<file path="config.mk">
export PLATFORM = sky130hd
export DESIGN_NAME = uart_rx_ctrl
export DESIGN_NICKNAME = d
export VERILOG_FILES = /design/src/rtl/uart_rx_ctrl.sv
export SDC_FILE = /design/constraint.sdc
export NUM_CORES = 1
export LEC_CHECK = 0
export CORE_UTILIZATION = 25
export DETAILED_ROUTE_END_ITERATION = 10
export GPL_ROUTABILITY_DRIVEN = 0
export SETUP_SLACK_MARGIN = 0.05
export SYNTH_ARGS = -nofsm -noshare
export SYNTH_HDL_FRONTEND = slang
export SYNTH_SLANG_ARGS = --single-unit
</file>
<file path="constraint.sdc">
create_clock -name CLK_PAR_CHECK -period 5.9 [get_ports CLK_PAR_CHECK]
set_input_delay 1.475 -clock CLK_PAR_CHECK [delete_from_list [all_inputs] [get_ports CLK_PAR_CHECK]]
set_output_delay 1.475 -clock CLK_PAR_CHECK [all_outputs]
set_load 0.02 [all_outputs]
</file>
<file path="src/rtl/uart_rx_ctrl.sv">
// uart_rx_ctrl -- receive-side UART frame sequencer.
//
// Walks each frame through START, DATA, optional PARITY and STOP. It keeps
// the oversample edge counter and the data bit counter, fires one-cycle
// strobes at the sample point of each bit for the sampler, deserializer and
// check blocks, and at the end of the stop bit decides whether the frame
// is accepted (data_valid) or rejected (frame_err).
//
// Ports:
//   CLK_PAR_CHECK  oversampling clock
//   RST_PAR_CHECK  asynchronous active-low reset
//   RX_IN          serial line, idle high
//   PAR_EN         parity bit present; latched at the start of each frame
//   prescale       oversampling ratio (8, 16 or 32)
//   strt_glitch    start checker result, valid the cycle after strt_chk_en
//   par_err        parity checker result, valid the cycle after par_chk_en
//   stp_err        stop checker result, valid the cycle after stp_chk_en
//   dat_samp_en    sampler enable (frame in progress)
//   deser_en       deserializer shift strobe at each data bit sample point
//   strt_chk_en    start check strobe
//   par_chk_en     parity check strobe
//   stp_chk_en     stop check strobe
//   edge_cnt       oversample index within the current bit
//   busy           frame in progress
//   data_valid     registered one-cycle pulse, frame accepted
//   frame_err      registered one-cycle pulse, frame rejected
module uart_rx_ctrl #(
    parameter int DATA_WIDTH     = 8,
    parameter int PRESCALE_WIDTH = 6,
    parameter int BIT_CNT_WIDTH  = 4
) (
    input  logic                      CLK_PAR_CHECK,
    input  logic                      RST_PAR_CHECK,
    input  logic                      RX_IN,
    input  logic                      PAR_EN,
    input  logic [PRESCALE_WIDTH-1:0] prescale,
    input  logic                      strt_glitch,
    input  logic                      par_err,
    input  logic                      stp_err,
    output logic                      dat_samp_en,
    output logic                      deser_en,
    output logic                      strt_chk_en,
    output logic                      par_chk_en,
    output logic                      stp_chk_en,
    output logic [PRESCALE_WIDTH-1:0] edge_cnt,
    output logic                      busy,
    output logic                      data_valid,
    output logic                      frame_err
);

    typedef enum logic [2:0] {
        IDLE   = 3'd0,
        START  = 3'd1,
        DATA   = 3'd2,
        PARITY = 3'd3,
        STOP   = 3'd4
    } state_t;

    localparam logic [BIT_CNT_WIDTH-1:0] LAST_BIT = BIT_CNT_WIDTH'(DATA_WIDTH - 1);

    state_t                    state_r;
    state_t                    state_s;
    logic [PRESCALE_WIDTH-1:0] edge_cnt_r;
    logic [PRESCALE_WIDTH-1:0] edge_cnt_s;
    logic [BIT_CNT_WIDTH-1:0]  bit_cnt_r;
    logic [BIT_CNT_WIDTH-1:0]  bit_cnt_s;
    logic                      par_en_r;
    logic                      par_en_s;
    logic                      data_valid_r;
    logic                      data_valid_s;
    logic                      frame_err_r;
    logic                      frame_err_s;

    logic [PRESCALE_WIDTH-1:0] sample_pt_s;
    logic [PRESCALE_WIDTH-1:0] bit_end_s;
    logic                      at_sample_s;
    logic                      at_end_s;
    logic                      accept_s;

    // Sample point sits just past mid-bit so the sampler's majority window
    // has settled; bit end is the last oversample tick of the bit.
    assign sample_pt_s = (prescale >> 1) + PRESCALE_WIDTH'(2);
    assign bit_end_s   = prescale - PRESCALE_WIDTH'(1);
    assign at_sample_s = (edge_cnt_r == sample_pt_s);
    assign at_end_s    = (edge_cnt_r == bit_end_s);

    // A stale par_err must not reject a frame that carries no parity bit.
    assign accept_s = !stp_err && (!par_en_r || !par_err);

    // State register, counters, parity latch and result pulses.
    always_ff @(posedge CLK_PAR_CHECK or negedge RST_PAR_CHECK) begin
        if (!RST_PAR_CHECK) begin
            state_r      <= IDLE;
            edge_cnt_r   <= {PRESCALE_WIDTH{1'b0}};
            bit_cnt_r    <= {BIT_CNT_WIDTH{1'b0}};
            par_en_r     <= 1'b0;
            data_valid_r <= 1'b0;
            frame_err_r  <= 1'b0;
        end else begin
            state_r      <= state_s;
            edge_cnt_r   <= edge_cnt_s;
            bit_cnt_r    <= bit_cnt_s;
            par_en_r     <= par_en_s;
            data_valid_r <= data_valid_s;
            frame_err_r  <= frame_err_s;
        end
    end

    // Next-state, counter and frame-decision logic.
    always_comb begin
        state_s      = state_r;
        edge_cnt_s   = at_end_s ? {PRESCALE_WIDTH{1'b0}} : (edge_cnt_r + PRESCALE_WIDTH'(1));
        bit_cnt_s    = bit_cnt_r;
        par_en_s     = par_en_r;
        data_valid_s = 1'b0;
        frame_err_s  = 1'b0;
        case (state_r)
            IDLE: begin
                edge_cnt_s = {PRESCALE_WIDTH{1'b0}};
                if (!RX_IN) begin
                    state_s   = START;
                    bit_cnt_s = {BIT_CNT_WIDTH{1'b0}};
                    par_en_s  = PAR_EN;
                end else begin
                    state_s = IDLE;
                end
            end
            START: begin
                if (at_end_s) begin
                    bit_cnt_s = {BIT_CNT_WIDTH{1'b0}};
                    state_s   = strt_glitch ? IDLE : DATA;
                end else begin
                    state_s = START;
                end
            end
            DATA: begin
                if (at_end_s) begin
                    if (bit_cnt_r == LAST_BIT) begin
                        bit_cnt_s = {BIT_CNT_WIDTH{1'b0}};
                        state_s   = par_en_r ? PARITY : STOP;
                    end else begin
                        bit_cnt_s = bit_cnt_r + BIT_CNT_WIDTH'(1);
                    end
                end else begin
                    state_s = DATA;
                end
            end
            PARITY: begin
                if (at_end_s) begin
                    state_s = STOP;
                end else begin
                    state_s = PARITY;
                end
            end
            STOP: begin
                if (at_end_s) begin
                    data_valid_s = accept_s;
                    frame_err_s  = !accept_s;
                    // Line already low at stop end: next start bit, no idle gap.
                    if (!RX_IN) begin
                        state_s   = START;
                        bit_cnt_s = {BIT_CNT_WIDTH{1'b0}};
                        par_en_s  = PAR_EN;
                    end else begin
                        state_s = IDLE;
                    end
                end else begin
                    state_s = STOP;
                end
            end
            default: begin
                state_s    = IDLE;
                edge_cnt_s = {PRESCALE_WIDTH{1'b0}};
                bit_cnt_s  = {BIT_CNT_WIDTH{1'b0}};
            end
        endcase
    end

    // Strobe and status decode from the registered state and edge counter.
    always_comb begin
        busy        = (state_r != IDLE);
        dat_samp_en = (state_r != IDLE);
        strt_chk_en = (state_r == START)  && at_sample_s;
        deser_en    = (state_r == DATA)   && at_sample_s;
        par_chk_en  = (state_r == PARITY) && at_sample_s;
        stp_chk_en  = (state_r == STOP)   && at_sample_s;
    end

    assign edge_cnt   = edge_cnt_r;
    assign data_valid = data_valid_r;
    assign frame_err  = frame_err_r;

endmodule

</file>
### Clock wires, drivers and flops

Scale bar: 20 microns.
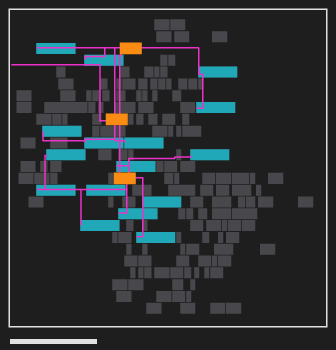
Key: flip-flops = cyan [count 16]; clock wires = magenta [length 259 microns]; cells driving clock nets = orange [count 3]
There are 4 routed clock nets.
final worst clock skew: 0.00239 ns
clock network fraction of design power: 16.4%

### Where the registers sit

Scale bar: 20 microns. Other sequential cells in the stronger grey, the rest of the logic in the fainter grey.
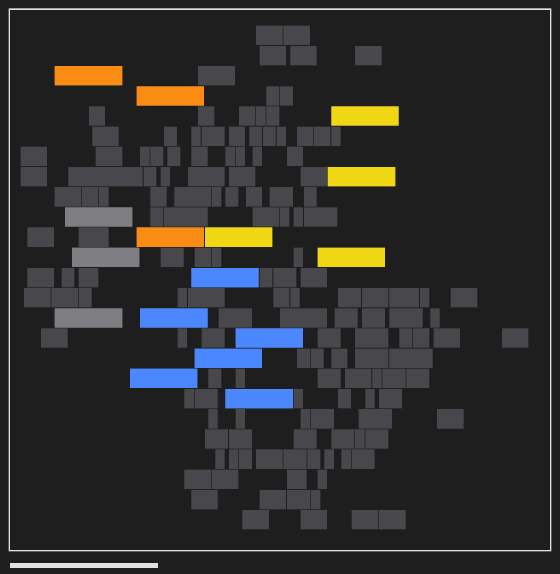
Key: edge_cnt = blue [flops 6]; state_r = orange [flops 3]; bit_cnt_r = yellow [flops 4]

### Drive-strength map

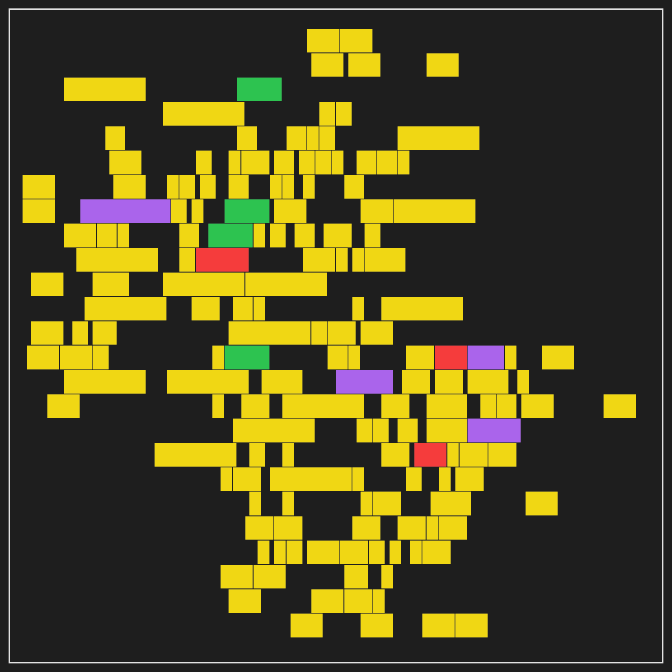
Key: drive 2 = red [cells 3, share 1.8%]; drive 1 or less = yellow [cells 152, share 93%]; drive 6 and up = green [cells 4, share 2.5%]; drive 3 to 4 = purple [cells 4, share 2.5%]
growth of design area from synthesis to finish: 28.3%
setup ws final: 0.416 ns
Finished Cell Area: 1610 sq um

### Wiring heat map

The die is cut into 15 by 15 equal tiles; dark blue is low, red is high, scaled to the fullest tile. Values are wire area over tile area, all layers added.
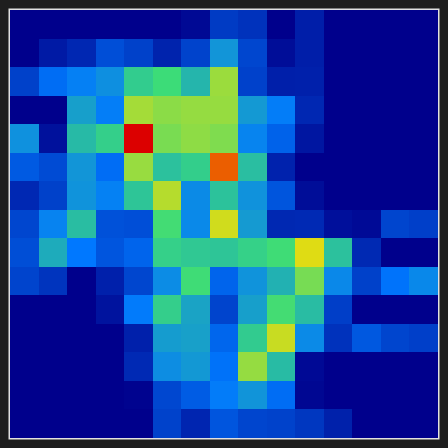
The fullest tile reaches 0.43. The emptiest ninth of the die: north-east. 36% of the tiles are nearly empty.
vias post-DR: 1042
aggregate routed wire length: 2710 microns
Wirelength per Cell: 11.8 microns
gr usage total: 12.0%

### Cell outlines without signal wires

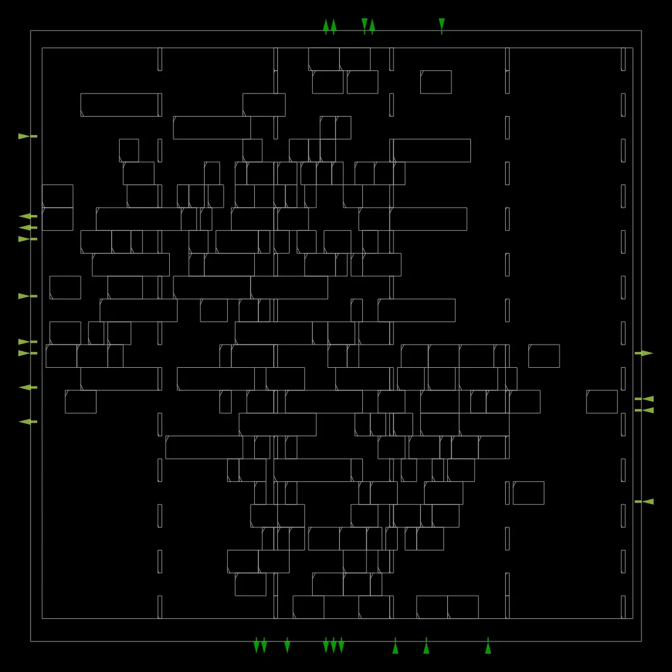
final design utilization: 33.6%
Finished Layout Cells: 230

==> run summary <==
The run has ended; figures from its reports follow.

The clock root buffer is sky130_fd_sc_hd__clkbuf_8. The most common cell after layout, fill and taps aside is sky130_fd_sc_hd__clkdlybuf4s50_1. The number of antenna violations at the first check in global routing is 0. The global-route wire length before repair is 4930 microns.

The deepest level of the CTS H-tree is 1. CTS saw 16 sinks. The flop and latch count out of synthesis is 16. The measured slew at the worst slew-check pin is 0.755 ns. The summed instance area of the synthesized netlist came out at 1250 sq um. The design draws 0.605 mW. The number of unique standard cell types used by synthesis came out at 36. The period utilization is 92.9%.

The kind of critical path is primary input to primary output. The synthesized netlist has a Yosys-reported chip area of 1250 sq um. The cell leakage power is 0.637 nW. The violation tally from detailed-route iteration zero came out at 28. The minimum hold slack is 0.515 ns. The number of instances in the synthesized netlist is 141. The count of buffers inserted at the top-level ports came out at 26. The vertical die dimension reported for this design is 72.8 microns. STA classifies the critical path endpoint as a primary output. The maximum resistive drop on vdd is 0.000126 V.

The cell area reported after detailed placement is 1550 sq um. The via density per instance came out at 4.53. The cell-internal power came out at 0.346 mW. The number of gates given a new drive strength after cts is 0. The number of global-route vias before repair came out at 1081. The post-CTS repair timing setup buffer count came out at 0.

The layout cell share with drive strength beyond 1 is 6.75%. The floorplan step defined a core boundary enclosing 4790 sq um. The first TritonRoute pass finished after 4 iterations. The total grt overflow is 0. The power share of the sequential group is 34.1%. The depth of the most critical reg-to-reg path is 6. The number of warnings in the stage logs is 28.

The library cells used most frequently in the layout, excluding fill and tap cells, are sky130_fd_sc_hd__clkdlybuf4s50_1, sky130_fd_sc_hd__xnor2_1, sky130_fd_sc_hd__nor2_1, sky130_fd_sc_hd__dfrtp_1, sky130_fd_sc_hd__nand2_1. The worst max-slew margin expressed relative to the limit came out at 49.4%. The average size of a mapped cell is 8.88 sq um. The data arrival time at the worst-slack endpoint came out at 4.01 ns. Hold repair after CTS inserted 0 buffers. The report gives the cell count of the worst hold path as 1.

The die outline width came out at 72.8 microns. Checking hold timing, the worst path is listed with class register to register. The maximum number of pins on one net before global-route repair is 17. The total of endpoints with negative setup slack in the final report came out at 0.

The required time at the endpoint of the critical path came out at 4.43 ns. The sequential area share after synthesis is 32.0%. CTS added clock buffers totalling 3. The max-cap violation count is 0. Combinational logic is responsible for 49.6% of the overall power.

After synthesis, the design contains 141 cells according to Yosys. Per the breakdown, switching nets consume 42.8% of all power. The clock network latency to the later pin of the worst-skew pair came out at 0.25 ns. The worst setup path is launched from a primary input. The highest clock rate is 182 MHz. The final total negative setup slack is 0 ns.

The final layout net count came out at 183. The run finished with clean final reports. The clock tree buffer depth is 2. The CTS tree is built. The post-place setup slack is 0.382 ns. The DRC violation total left in the routed layout is recorded as 0.

Row generation in the floorplan step produced 25 rows. Once the floorplan was initialized, standard cells occupied 26.2% of the core. The number of instances in the placed design came out at 226.

The maximum fanout along the worst path came out at 6. The clock period could shrink to 5.48 ns. The number of inserted diodes came out at 0. The estimated wirelength of the detail-placed design came out at 2070 microns. The I/O pin count came out at 27. The count of endpoints failing hold in the final timing report is 0. Setup repair after global routing left no endpoint under its margin. The detail route stage leaves a number of antenna-violating nets equal to 0. The die footprint is 5300 sq um. The final count of pins violating max slew is 0. The timing report gives the clock slew at the launch and capture registers of the worst setup and hold paths as 0.07 ns. The net switching power came out at 0.259 mW. The number of nets in the synthesized netlist is 160. The ratio of total power to cell area is 377 nW/um^2. The synthesis report lists the Yosys warning total as 0.
==> layer usage <==
metal	track usage [%]	wire [microns]	vias to the layer above
li1	-	-	529
met1	16.7	1350	492
met2	18.9	1240	16
met3	1.52	88	5
met4	4.58	40	0
met5	0	0	-
==> cell families after synthesis <==
| group | share of synthesized area [%] |
|---|---|
| buffers and inverters | 5.69 |
| and+or+nand+nor | 25.3 |
| AOI/OAI and AO/OA | 12.3 |
| muxes | 4.10 |
| DFF | 32.0 |
| xor gates and xnor gates | 14.7 |
| adders and majority gates | 5.99 |
==> layout make-up <==
class | instances | area, sq um
sequential | 16 | 400
timing repair buffer | 26 | 260
multi-input combinational | 110 | 781
inverter | 7 | 26.3
tap | 67 | 83.8
fill | 505 | 3180
clock buffer | 4 | 55.1
==> worst max-delay path, cell delays in order <==
cell                              delay, ns
sky130_fd_sc_hd__clkdlybuf4s50_1       0.62
sky130_fd_sc_hd__inv_1                 0.10
sky130_fd_sc_hd__ha_1                  0.31
sky130_fd_sc_hd__xor2_1                0.14
sky130_fd_sc_hd__nor4_1                0.24
sky130_fd_sc_hd__o21ai_0               0.25
sky130_fd_sc_hd__nor3_1                0.24
sky130_fd_sc_hd__clkdlybuf4s50_1       0.63
==> Yosys cell counts (all sizes together) <==
| master | instances | area [sq um] |
|---|---|---|
| ha | 6 | 75.1 |
| a32oi | 1 | 8.76 |
| nor4 | 1 | 6.26 |
| mux2i | 4 | 40.0 |
| xnor2 | 16 | 140 |
| inv | 7 | 26.3 |
| a31oi | 1 | 6.26 |
| nor3 | 11 | 76.3 |
| and3 | 2 | 17.5 |
| a21oi | 5 | 25.0 |
| o21ai | 3 | 15.0 |
| nand2 | 12 | 45.0 |
| nor2b | 3 | 18.8 |
| o41ai | 1 | 16.3 |
| or3 | 1 | 6.26 |
| mux2 | 1 | 11.3 |
| a2111oi | 1 | 27.5 |
| xor2 | 5 | 43.8 |
| nand3 | 7 | 47.6 |
| nor2 | 16 | 60.1 |
| a221o | 1 | 10.0 |
| a32o | 1 | 10.0 |
| nand2b | 5 | 31.3 |
| o22ai | 3 | 18.8 |
| buf | 5 | 33.8 |
| clkbuf | 3 | 11.3 |
| dfrtp | 16 | 400 |
| nor3b | 1 | 7.51 |
| a211oi | 1 | 7.51 |
| a311oi | 1 | 8.76 |
==> power groups by stage <==
stage	sequential, mW	combinational, mW	clock, mW
5_1_grt	0.215	0.331	0.109
3_3_place_gp	0.210	0.297	0
3_5_place_dp	0.210	0.302	0
6_report	0.206	0.300	0.0991
2_1_floorplan	0.199	0.220	0
4_1_cts	0.208	0.302	0.103
==> flip-flops by register name (all words and copies together) (netlist names) <==
register	count
par_en_r	1
edge_cnt	6
frame_err	1
data_valid	1
bit_cnt_r	4
state_r	3
==> path summary, 6_finish.rpt <==
path | from | end | slack (ns)
max | prescale[2] | strt_chk_en | 0.42
min | bit_cnt_r[0] | bit_cnt_r[0] | 0.52
min in group asynchronous | RST_PAR_CHECK | bit_cnt_r[3] | 1.67
max in group asynchronous | RST_PAR_CHECK | edge_cnt[5] | 3.76
max reg2reg | edge_cnt[3] | par_en_r | 3.70
min reg2reg | bit_cnt_r[0] | bit_cnt_r[0] | 0.52
Power figures rest on the tool's default switching activity, not on a simulated workload.
